Fig. 1: close-up of the layout
Bar = 20 microns. Region (51, 51) to (101, 101) microns. Cells in grey, sequential cells in the stronger grey; small squares are vias.
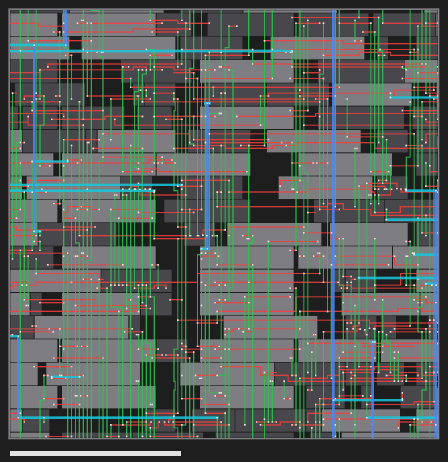
Fig. 2: sequential cells coloured by netlist name
Other sequential cells in the stronger grey, the rest of the logic in the fainter grey.
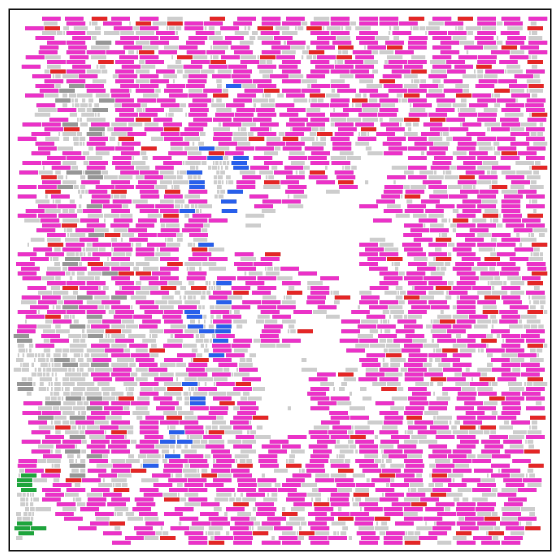
Fig. 3: cell classes on the final placement
Fill, decap, tap and diode cells in grey.
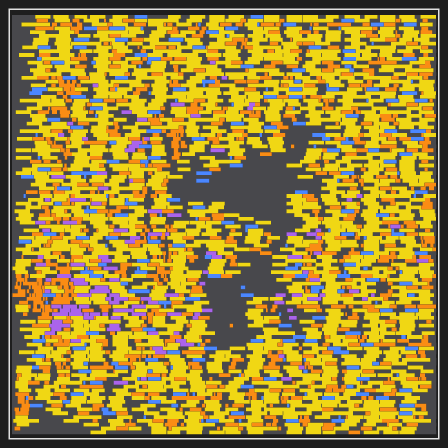
Fig. 4: cell placement
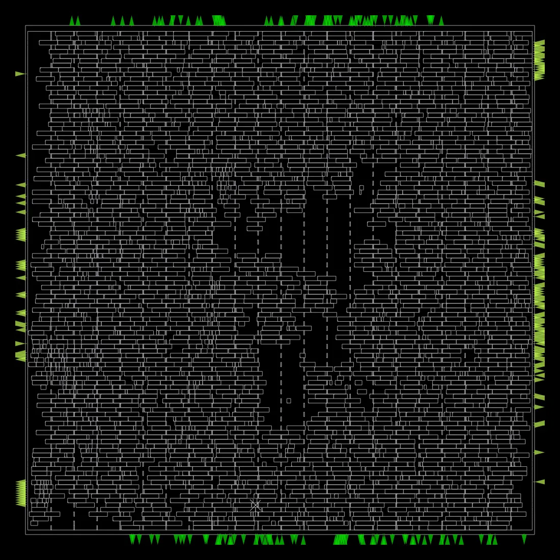
File: src/rtl/commit_trace_buffer_pkg.sv
// Shared encodings for the commit trace buffer: record kinds, control states and record packing layout.
// Records are packed MSB-first in field-index order, so F_KIND occupies the top bits and F_CYCLE the bottom.
package commit_trace_buffer_pkg;

    localparam int KIND_W = 3;

    typedef enum logic [KIND_W-1:0] {
        NOP_BR = 3'd0,
        REG    = 3'd1,
        ST     = 3'd2,
        LD     = 3'd3,
        STU    = 3'd4,
        HALT   = 3'd5
    } kind_e;

    typedef enum logic [1:0] {
        RUN   = 2'd0,
        DRAIN = 2'd1,
        DONE  = 2'd2
    } state_e;

    localparam int F_KIND     = 0;
    localparam int F_PC       = 1;
    localparam int F_INST     = 2;
    localparam int F_REG      = 3;
    localparam int F_WDATA    = 4;
    localparam int F_ADDR     = 5;
    localparam int F_MDATA    = 6;
    localparam int F_INUM     = 7;
    localparam int F_CYCLE    = 8;
    localparam int NUM_FIELDS = 9;

    function automatic int fieldWidth(input int f, input int dataW, input int regW, input int cntW);
        case (f)
            F_KIND:          return KIND_W;
            F_REG:           return regW;
            F_INUM, F_CYCLE: return cntW;
            default:         return dataW;
        endcase
    endfunction

    function automatic int fieldLsb(input int f, input int dataW, input int regW, input int cntW);
        int lsb = 0;
        for (int i = f + 1; i < NUM_FIELDS; i++) begin
            lsb += fieldWidth(i, dataW, regW, cntW);
        end
        return lsb;
    endfunction

    function automatic int recWidth(input int dataW, input int regW, input int cntW);
        return fieldLsb(F_KIND, dataW, regW, cntW) + KIND_W;
    endfunction

    // First matching rule wins: a HALT is always a HALT, whatever else it writes.
    function automatic kind_e classify(input logic isHalt, input logic regWr,
                                       input logic memRd, input logic memWr);
        if (isHalt)               return HALT;
        else if (regWr && memWr)  return STU;
        else if (regWr && memRd)  return LD;
        else if (regWr)           return REG;
        else if (memWr)           return ST;
        else                      return NOP_BR;
    endfunction

endpackage

File: src/rtl/commit_trace_buffer_if.sv
// Commit-side and trace-sink-side signals of the trace buffer; slave is the buffer, master is pipeline plus sink.
interface commit_trace_buffer_if #(
    parameter int DATA_W = 16,
    parameter int REG_W  = 3,
    parameter int CNT_W  = 32
);
    import commit_trace_buffer_pkg::*;

    logic              commit_valid;
    logic [DATA_W-1:0] commit_pc;
    logic [DATA_W-1:0] commit_inst;
    logic              reg_write;
    logic [REG_W-1:0]  write_reg;
    logic [DATA_W-1:0] write_data;
    logic              mem_read;
    logic              mem_write;
    logic [DATA_W-1:0] mem_addr;
    logic [DATA_W-1:0] mem_data;
    logic              halt;
    logic              stall;

    logic              rec_valid;
    logic              rec_ready;
    logic [KIND_W-1:0] rec_kind;
    logic [DATA_W-1:0] rec_pc;
    logic [DATA_W-1:0] rec_inst;
    logic [REG_W-1:0]  rec_reg;
    logic [DATA_W-1:0] rec_wdata;
    logic [DATA_W-1:0] rec_addr;
    logic [DATA_W-1:0] rec_mdata;
    logic [CNT_W-1:0]  rec_inum;
    logic [CNT_W-1:0]  rec_cycle;
    logic [7:0]        overflow_cnt;
    logic              done;

    modport master (
        output commit_valid, commit_pc, commit_inst, reg_write, write_reg, write_data,
               mem_read, mem_write, mem_addr, mem_data, halt, rec_ready,
        input  stall, rec_valid, rec_kind, rec_pc, rec_inst, rec_reg, rec_wdata,
               rec_addr, rec_mdata, rec_inum, rec_cycle, overflow_cnt, done
    );

    modport slave (
        input  commit_valid, commit_pc, commit_inst, reg_write, write_reg, write_data,
               mem_read, mem_write, mem_addr, mem_data, halt, rec_ready,
        output stall, rec_valid, rec_kind, rec_pc, rec_inst, rec_reg, rec_wdata,
               rec_addr, rec_mdata, rec_inum, rec_cycle, overflow_cnt, done
    );

endinterface

File: src/rtl/commit_trace_buffer_trace_fifo.sv
// Generic DEPTH x WIDTH FIFO with a registered head; a push is readable one cycle later, never bypassed.
// Latency 1 cycle push-to-head; caller must not push when full (unless popping) nor pop when empty.
module trace_fifo #(
    parameter int DEPTH = 8,
    parameter int WIDTH = 8
) (
    input  logic             clk,
    input  logic             rst,
    input  logic             push,
    input  logic [WIDTH-1:0] wrDat,
    input  logic             pop,
    output logic [WIDTH-1:0] rdDat,
    output logic             full,
    output logic             empty,
    output logic             single
);
    localparam int AW = $clog2(DEPTH);
    localparam logic [AW:0] ONE = (AW+1)'(1);

    logic [WIDTH-1:0] mem [DEPTH];
    logic [AW:0]      wrPtr;
    logic [AW:0]      rdPtr;
    logic [AW:0]      rdPtrNxt;

    assign empty    = (wrPtr == rdPtr);
    assign full     = (wrPtr[AW] != rdPtr[AW]) && (wrPtr[AW-1:0] == rdPtr[AW-1:0]);
    assign single   = ((wrPtr - rdPtr) == ONE);
    assign rdPtrNxt = pop ? rdPtr + ONE : rdPtr;

    always_ff @(posedge clk) begin
        if (push) begin
            mem[wrPtr[AW-1:0]] <= wrDat;
        end
    end

    // Head register tracks the entry rdPtrNxt will point at; a push landing there is forwarded from wrDat.
    always_ff @(posedge clk or negedge rst) begin
        if (!rst) begin
            wrPtr <= '0;
            rdPtr <= '0;
            rdDat <= '0;
        end else begin
            if (push) begin
                wrPtr <= wrPtr + ONE;
            end
            rdPtr <= rdPtrNxt;
            if (push && (rdPtrNxt == wrPtr)) begin
                rdDat <= wrDat;
            end else if (pop) begin
                rdDat <= mem[rdPtrNxt[AW-1:0]];
            end
        end
    end

endmodule

File: src/rtl/commit_trace_buffer.sv
// Classifies and stamps retiring instructions, queues the records and drains them to a trace sink; runs a halt-drain.
// Latency 1 cycle commit-to-record; stall = full & ~rec_ready, and commits arriving while stalled are dropped and counted.
module commit_trace_buffer
    import commit_trace_buffer_pkg::*;
#(
    parameter int DATA_W = 16,
    parameter int REG_W  = 3,
    parameter int DEPTH  = 8,
    parameter int CNT_W  = 32
) (
    input  logic                  clk,
    input  logic                  rst,
    commit_trace_buffer_if.slave  bus
);
    localparam int REC_W     = recWidth(DATA_W, REG_W, CNT_W);
    localparam int LSB_KIND  = fieldLsb(F_KIND,  DATA_W, REG_W, CNT_W);
    localparam int LSB_PC    = fieldLsb(F_PC,    DATA_W, REG_W, CNT_W);
    localparam int LSB_INST  = fieldLsb(F_INST,  DATA_W, REG_W, CNT_W);
    localparam int LSB_REG   = fieldLsb(F_REG,   DATA_W, REG_W, CNT_W);
    localparam int LSB_WDATA = fieldLsb(F_WDATA, DATA_W, REG_W, CNT_W);
    localparam int LSB_ADDR  = fieldLsb(F_ADDR,  DATA_W, REG_W, CNT_W);
    localparam int LSB_MDATA = fieldLsb(F_MDATA, DATA_W, REG_W, CNT_W);
    localparam int LSB_INUM  = fieldLsb(F_INUM,  DATA_W, REG_W, CNT_W);
    localparam int LSB_CYCLE = fieldLsb(F_CYCLE, DATA_W, REG_W, CNT_W);

    state_e           state;
    state_e           stateNxt;
    kind_e            kind;
    logic [CNT_W-1:0] cycleCnt;
    logic [CNT_W-1:0] instCnt;
    logic [7:0]       ovfCnt;
    logic [REC_W-1:0] recIn;
    logic [REC_W-1:0] headDat;
    logic             fifoFull;
    logic             fifoEmpty;
    logic             fifoSingle;
    logic             headVld;
    logic             push;
    logic             pop;
    logic             drop;

    assign kind    = classify(bus.halt, bus.reg_write, bus.mem_read, bus.mem_write);
    assign headVld = !fifoEmpty && (state != DONE);
    assign pop     = headVld && bus.rec_ready;
    assign push    = bus.commit_valid && (state == RUN) && (!fifoFull || pop);
    assign drop    = bus.commit_valid && (state == RUN) && fifoFull && !pop;

    // Fields that carry no meaning for this instruction are zeroed so the sink never sees stale bus values.
    always_comb begin
        recIn = '0;
        recIn[LSB_KIND +: KIND_W] = kind;
        recIn[LSB_PC   +: DATA_W] = bus.commit_pc;
        recIn[LSB_INST +: DATA_W] = bus.commit_inst;
        if (bus.reg_write) begin
            recIn[LSB_REG   +: REG_W]  = bus.write_reg;
            recIn[LSB_WDATA +: DATA_W] = bus.write_data;
        end
        if (bus.mem_read || bus.mem_write) begin
            recIn[LSB_ADDR +: DATA_W] = bus.mem_addr;
        end
        if (bus.mem_write) begin
            recIn[LSB_MDATA +: DATA_W] = bus.mem_data;
        end
        recIn[LSB_INUM  +: CNT_W] = instCnt;
        recIn[LSB_CYCLE +: CNT_W] = cycleCnt;
    end

    trace_fifo #(
        .DEPTH (DEPTH),
        .WIDTH (REC_W)
    ) u_fifo (
        .clk    (clk),
        .rst    (rst),
        .push   (push),
        .wrDat  (recIn),
        .pop    (pop),
        .rdDat  (headDat),
        .full   (fifoFull),
        .empty  (fifoEmpty),
        .single (fifoSingle)
    );

    always_ff @(posedge clk or negedge rst) begin
        if (!rst) begin
            state <= RUN;
        end else begin
            state <= stateNxt;
        end
    end

    // DRAIN accepts no pushes, so popping the last entry means the HALT record has left.
    always_comb begin
        stateNxt = state;
        case (state)
            RUN:     if (push && bus.halt)  stateNxt = DRAIN;
            DRAIN:   if (pop && fifoSingle) stateNxt = DONE;
            DONE:    stateNxt = DONE;
            default: stateNxt = RUN;
        endcase
    end

    always_ff @(posedge clk or negedge rst) begin
        if (!rst) begin
            cycleCnt <= '0;
            instCnt  <= '0;
            ovfCnt   <= '0;
        end else begin
            cycleCnt <= cycleCnt + CNT_W'(1);
            if (push) begin
                instCnt <= instCnt + CNT_W'(1);
            end
            if (drop && (ovfCnt != 8'hFF)) begin
                ovfCnt <= ovfCnt + 8'd1;
            end
        end
    end

    assign bus.stall        = fifoFull && !bus.rec_ready;
    assign bus.rec_valid    = headVld;
    assign bus.rec_kind     = headDat[LSB_KIND  +: KIND_W];
    assign bus.rec_pc       = headDat[LSB_PC    +: DATA_W];
    assign bus.rec_inst     = headDat[LSB_INST  +: DATA_W];
    assign bus.rec_reg      = headDat[LSB_REG   +: REG_W];
    assign bus.rec_wdata    = headDat[LSB_WDATA +: DATA_W];
    assign bus.rec_addr     = headDat[LSB_ADDR  +: DATA_W];
    assign bus.rec_mdata    = headDat[LSB_MDATA +: DATA_W];
    assign bus.rec_inum     = headDat[LSB_INUM  +: CNT_W];
    assign bus.rec_cycle    = headDat[LSB_CYCLE +: CNT_W];
    assign bus.overflow_cnt = ovfCnt;
    assign bus.done         = (state == DONE);

endmodule

File: src/flat_wrapper.sv
// flat-port wrapper written by rule: the top's interface ports become plain ports
module commit_trace_buffer_flat import commit_trace_buffer_pkg::*;
#(
    parameter int DATA_W = 16,
    parameter int REG_W  = 3,
    parameter int DEPTH  = 8,
    parameter int CNT_W  = 32
)
  (clk, rst, bus_commit_valid, bus_commit_pc, bus_commit_inst, bus_reg_write, bus_write_reg, bus_write_data, bus_mem_read, bus_mem_write, bus_mem_addr, bus_mem_data, bus_halt, bus_rec_ready, bus_stall, bus_rec_valid, bus_rec_kind, bus_rec_pc, bus_rec_inst, bus_rec_reg, bus_rec_wdata, bus_rec_addr, bus_rec_mdata, bus_rec_inum, bus_rec_cycle, bus_overflow_cnt, bus_done);
  commit_trace_buffer_if #(.DATA_W(DATA_W), .REG_W(REG_W), .CNT_W(CNT_W)) bus_i ();
  input  logic clk;
  input  logic rst;
  input wire logic [$bits(bus_i.commit_valid)-1:0] bus_commit_valid;
  input wire logic [$bits(bus_i.commit_pc)-1:0] bus_commit_pc;
  input wire logic [$bits(bus_i.commit_inst)-1:0] bus_commit_inst;
  input wire logic [$bits(bus_i.reg_write)-1:0] bus_reg_write;
  input wire logic [$bits(bus_i.write_reg)-1:0] bus_write_reg;
  input wire logic [$bits(bus_i.write_data)-1:0] bus_write_data;
  input wire logic [$bits(bus_i.mem_read)-1:0] bus_mem_read;
  input wire logic [$bits(bus_i.mem_write)-1:0] bus_mem_write;
  input wire logic [$bits(bus_i.mem_addr)-1:0] bus_mem_addr;
  input wire logic [$bits(bus_i.mem_data)-1:0] bus_mem_data;
  input wire logic [$bits(bus_i.halt)-1:0] bus_halt;
  input wire logic [$bits(bus_i.rec_ready)-1:0] bus_rec_ready;
  output wire logic [$bits(bus_i.stall)-1:0] bus_stall;
  output wire logic [$bits(bus_i.rec_valid)-1:0] bus_rec_valid;
  output wire logic [$bits(bus_i.rec_kind)-1:0] bus_rec_kind;
  output wire logic [$bits(bus_i.rec_pc)-1:0] bus_rec_pc;
  output wire logic [$bits(bus_i.rec_inst)-1:0] bus_rec_inst;
  output wire logic [$bits(bus_i.rec_reg)-1:0] bus_rec_reg;
  output wire logic [$bits(bus_i.rec_wdata)-1:0] bus_rec_wdata;
  output wire logic [$bits(bus_i.rec_addr)-1:0] bus_rec_addr;
  output wire logic [$bits(bus_i.rec_mdata)-1:0] bus_rec_mdata;
  output wire logic [$bits(bus_i.rec_inum)-1:0] bus_rec_inum;
  output wire logic [$bits(bus_i.rec_cycle)-1:0] bus_rec_cycle;
  output wire logic [$bits(bus_i.overflow_cnt)-1:0] bus_overflow_cnt;
  output wire logic [$bits(bus_i.done)-1:0] bus_done;
  assign bus_i.commit_valid = bus_commit_valid;
  assign bus_i.commit_pc = bus_commit_pc;
  assign bus_i.commit_inst = bus_commit_inst;
  assign bus_i.reg_write = bus_reg_write;
  assign bus_i.write_reg = bus_write_reg;
  assign bus_i.write_data = bus_write_data;
  assign bus_i.mem_read = bus_mem_read;
  assign bus_i.mem_write = bus_mem_write;
  assign bus_i.mem_addr = bus_mem_addr;
  assign bus_i.mem_data = bus_mem_data;
  assign bus_i.halt = bus_halt;
  assign bus_i.rec_ready = bus_rec_ready;
  assign bus_stall = bus_i.stall;
  assign bus_rec_valid = bus_i.rec_valid;
  assign bus_rec_kind = bus_i.rec_kind;
  assign bus_rec_pc = bus_i.rec_pc;
  assign bus_rec_inst = bus_i.rec_inst;
  assign bus_rec_reg = bus_i.rec_reg;
  assign bus_rec_wdata = bus_i.rec_wdata;
  assign bus_rec_addr = bus_i.rec_addr;
  assign bus_rec_mdata = bus_i.rec_mdata;
  assign bus_rec_inum = bus_i.rec_inum;
  assign bus_rec_cycle = bus_i.rec_cycle;
  assign bus_overflow_cnt = bus_i.overflow_cnt;
  assign bus_done = bus_i.done;
  commit_trace_buffer #(.DATA_W(DATA_W), .REG_W(REG_W), .DEPTH(DEPTH), .CNT_W(CNT_W)) u_core (.clk(clk), .rst(rst), .bus(bus_i));
endmodule
File: config.mk
export PLATFORM = sky130hd
export DESIGN_NAME = commit_trace_buffer_flat
export DESIGN_NICKNAME = d
export VERILOG_FILES = /design/src/rtl/commit_trace_buffer_pkg.sv /design/src/rtl/commit_trace_buffer_if.sv /design/src/rtl/commit_trace_buffer_trace_fifo.sv /design/src/rtl/commit_trace_buffer.sv /design/src/flat_wrapper.sv
export SDC_FILE = /design/constraint.sdc
export NUM_CORES = 1
export LEC_CHECK = 0
export CORE_UTILIZATION = 60
export DETAILED_ROUTE_END_ITERATION = 7
export DONT_BUFFER_PORTS = 1
export GPL_TIMING_DRIVEN = 0
export PLACE_DENSITY_LB_ADDON = 0.25
export REMOVE_ABC_BUFFERS = 1
export SETUP_SLACK_MARGIN = 0.15
export SYNTH_ARGS = -nofsm -noshare
export SYNTH_HDL_FRONTEND = slang
export SYNTH_HIERARCHICAL = 1
export SYNTH_SLANG_ARGS = --single-unit
File: constraint.sdc
create_clock -name clk -period 15.31 [get_ports clk]
set_input_delay 1.531 -clock clk [delete_from_list [all_inputs] [get_ports clk]]
set_output_delay 1.531 -clock clk [all_outputs]
set_load 0.01 [all_outputs]
==> impl_metrics.ini <==
; synthesis and place-and-route metrics
[outcome]
status = complete, but fails checks
violations = DRC

[setup_path]
cp-start-kind = flip-flop
crit_arrival_ns = 5.77
reg2reg_from = u_core/u_fifo/rdPtr[0]
crit_fanout = 27
reg2reg_depth = 15
crit_end = u_core/u_fifo/mem[0][82]
r2r_slack_ns = 9.99
crit_required_ns = 15.76
setup.worst_path.start = u_core/u_fifo/rdPtr[0]
end_kind = flip-flop
criticalPathCategory = reg2reg
r2r_end = u_core/u_fifo/mem[0][82]

[pwr]
p_clk_mw = 3.42
p_leak_nw = 22.2
power.density_nw_per_um2 = 188
p_sw_share_pct = 29.9
ir_drop_v = 0.000199
totalPowerFinal_mw = 11.8
comb_power_mw = 3.28
power_leader = sequential cells
pwr-share-comb_pct = 27.7
clkPwrFrac_pct = 28.9
p_int_mw = 8.30
p_seq_share_pct = 43.4
p_switching_mw = 3.53

[global_routing]
grt_overflow = 0
grt_pass1_vias = 28700
grt_max_degree = 233
grt_pass1_wl_mm = 183
antenna_found_initial = 9
grtUsageTotal_pct = 26.8

[timing]
holdWs_ns = 0.480
skew_ns = 0.0216
tightest_slew_ns = 0.958
hold_violations = 0
setup_viol = 0
worst_slack_ns = 9.99
rsz0062_at_grt = no
period_needed_ns = 5.32
period_used_pct = 34.8
maxSlewViolCount = 0
slew_headroom_pct = 35.7
fin_setup_tns_ns = 0
max_freq_mhz = 188

[cells_and_area]
area_growth_pct = 14.2
finalNetCount = 2896
largest_register_ffs = 1200
fin_area_sq_um = 63100
drive_gt1_share_pct = 23.3

[synthesis]
netlist_top_cells_count = edfxtp_1 (1200), mux4_2 (300), dfrtp_1 (232)
async_flop_share_pct = 16.2
synthCells = 2666
yosys.area.top_type_share_pct = 65.2
synth_flops = 1432
postSynthSeqShare_pct = 75.7
netlist_area_sq_um = 55300
yosysWarningCount = 6
ys_area_sq_um = 55300
yosys.cell_count.top_type = edfxtp_1
yosys-stat-cells = 2666
ys_top_cells_by_area = edfxtp_1 (65%), mux4_2 (12%), dfrtp_1 (11%)
synth-edff-count = 1200
postSynthAreaPerCell_sq_um = 20.7
largest_area_cell = edfxtp_1
ff_type = edfxtp_1
synth.distinct_cells = 52

[place]
dp_cells = 3823
portBuffers = 0
dp_slack_ns = 9.98
dp_hpwl_mm = 73.5
gp_congestion = 0.720
place_area_sq_um = 58500

[clocking]
cts_tree = built
cts_hold_buffers = 0
ctsRootBufferMaster = clkbuf_16
cts_buffer_depth = 3
path_clk_slew_ns = 0.06
clock_sinks = 1432
clk_latency_ns = 0.75
cts-resized-gates = 0
numCtsBuffers = 143
cts_setup_buffers = 0
cts_max_level = 4

[routing]
wl_per_cell_microns = 29.9
dr_total_vias = 26800
viasPerCell = 6.56
ant_nets = 0
drt_first_pass_iters = 8
drt_iter0_drc = 2830
drc_errors = 1
wl_mm = 122

[floorplan]
die-height_microns = 305
die_area_sq_um = 93300
chipWidth_microns = 305
fp_util_pct = 61.0
ios = 252

[worst_hold_path]
hold_class = in2async

[job]
warnings = 32
maxCapViolations = 0
Back to the opening pictures, Fig. 1:
colour	layer
blue	M4
green	M2
red	M1
cyan	M3
most frequent	edfxtp_1 (32), buf_12 (9)
netlist names of flops here include	u_core/u_fifo/mem (32), u_core/cycleCnt (4), u_core/u_fifo/rdDat (4)
cells with their middle in the window	95
sequential cells in the window	40

Back to the opening pictures, Fig. 2:
colour	signal	sequential cells
blue	u_core/cycleCnt	32
magenta	u_core/u_fifo/mem	1200
green	u_core/bus.overflow_cnt	8
red	u_core/u_fifo/rdDat	150
Storage cell area: 41800 sq um
seq pwr: 5.13 mW
register share of the cell area: 66.3%

Back to the opening pictures, Fig. 3:
colour	class	cells
purple	remaining buffers and delay cells	126
yellow	sequential cells	1432
blue	clock drivers and dummy loads	262
orange	remaining logic cells	1089
row cnt: 110
Final Core Density: 69.7%
core box area: 90600 sq um

Back to the opening pictures, Fig. 4:
post-route insts no fill: 4090
layout sequential cell count: 1432
Tap Cells: 1176
fill count: 5397

==> cells in the final DEF, fill, tap and decap left out, types with 11 or more instances in the layout <==
cell,count
buf_6,39
nand4_1,19
clkinv_1,13
buf_12,53
xor2_1,33
dfrtp_1,231
mux2i_1,150
and2_1,38
buf_16,28
clkinv_2,29
nand2_1,28
nor2b_1,18
nor2_1,14
clkbuf_1,35
nand3_1,26
mux4_2,300
ha_1,11
edfxtp_1,1200
clkbuf_8,16
inv_1,164
and3_1,13
xnor2_1,46
clkbuf_16,145
a222oi_1,150
==> per-layer routing <==
metal	track usage (%)	routed length, microns	up-vias
met5	0	27	-
met3	6.70	10300	198
li1	-	-	11200
met2	44.7	63000	1075
met1	34.9	46500	14300
met4	8.37	2410	4
==> kinds of logic after synthesis <==
logic type / synth area share, %
flops: 75.7
mux: 15.1
buf+inv: 2.42
simple gates: 2.23
compound gates: 2.96
xor+xnor: 1.29
fa+ha+maj: 0.308
==> worst max-delay path: stages, from the launching register on <==
cell and delay [ns]:
dfrtp_4 0.74, buf_16 0.30, ha_1 0.30, and4_1 0.18, or3b_4 0.41, a21boi_2 0.61, nand2_1 0.40, nor3_2 0.67
buf_6 0.24, buf_6 0.15, buf_6 0.19, buf_6 0.19, buf_6 0.17, buf_6 0.16, buf_6 0.16, buf_6 0.14
==> area by class of cell <==
| class | instances | area (sq um) |
|---|---|---|
| well taps | 1176 | 1470 |
| diodes | 5 | 12.5 |
| fillers | 5397 | 27500 |
| clock buffers | 196 | 3980 |
| repair buffers | 126 | 2340 |
| clock inverters | 66 | 644 |
| multi-input cells | 923 | 12200 |
| flip-flops and latches | 1432 | 41800 |
| inverters | 166 | 632 |
Power figures rest on the tool's default switching activity, not on a simulated workload.
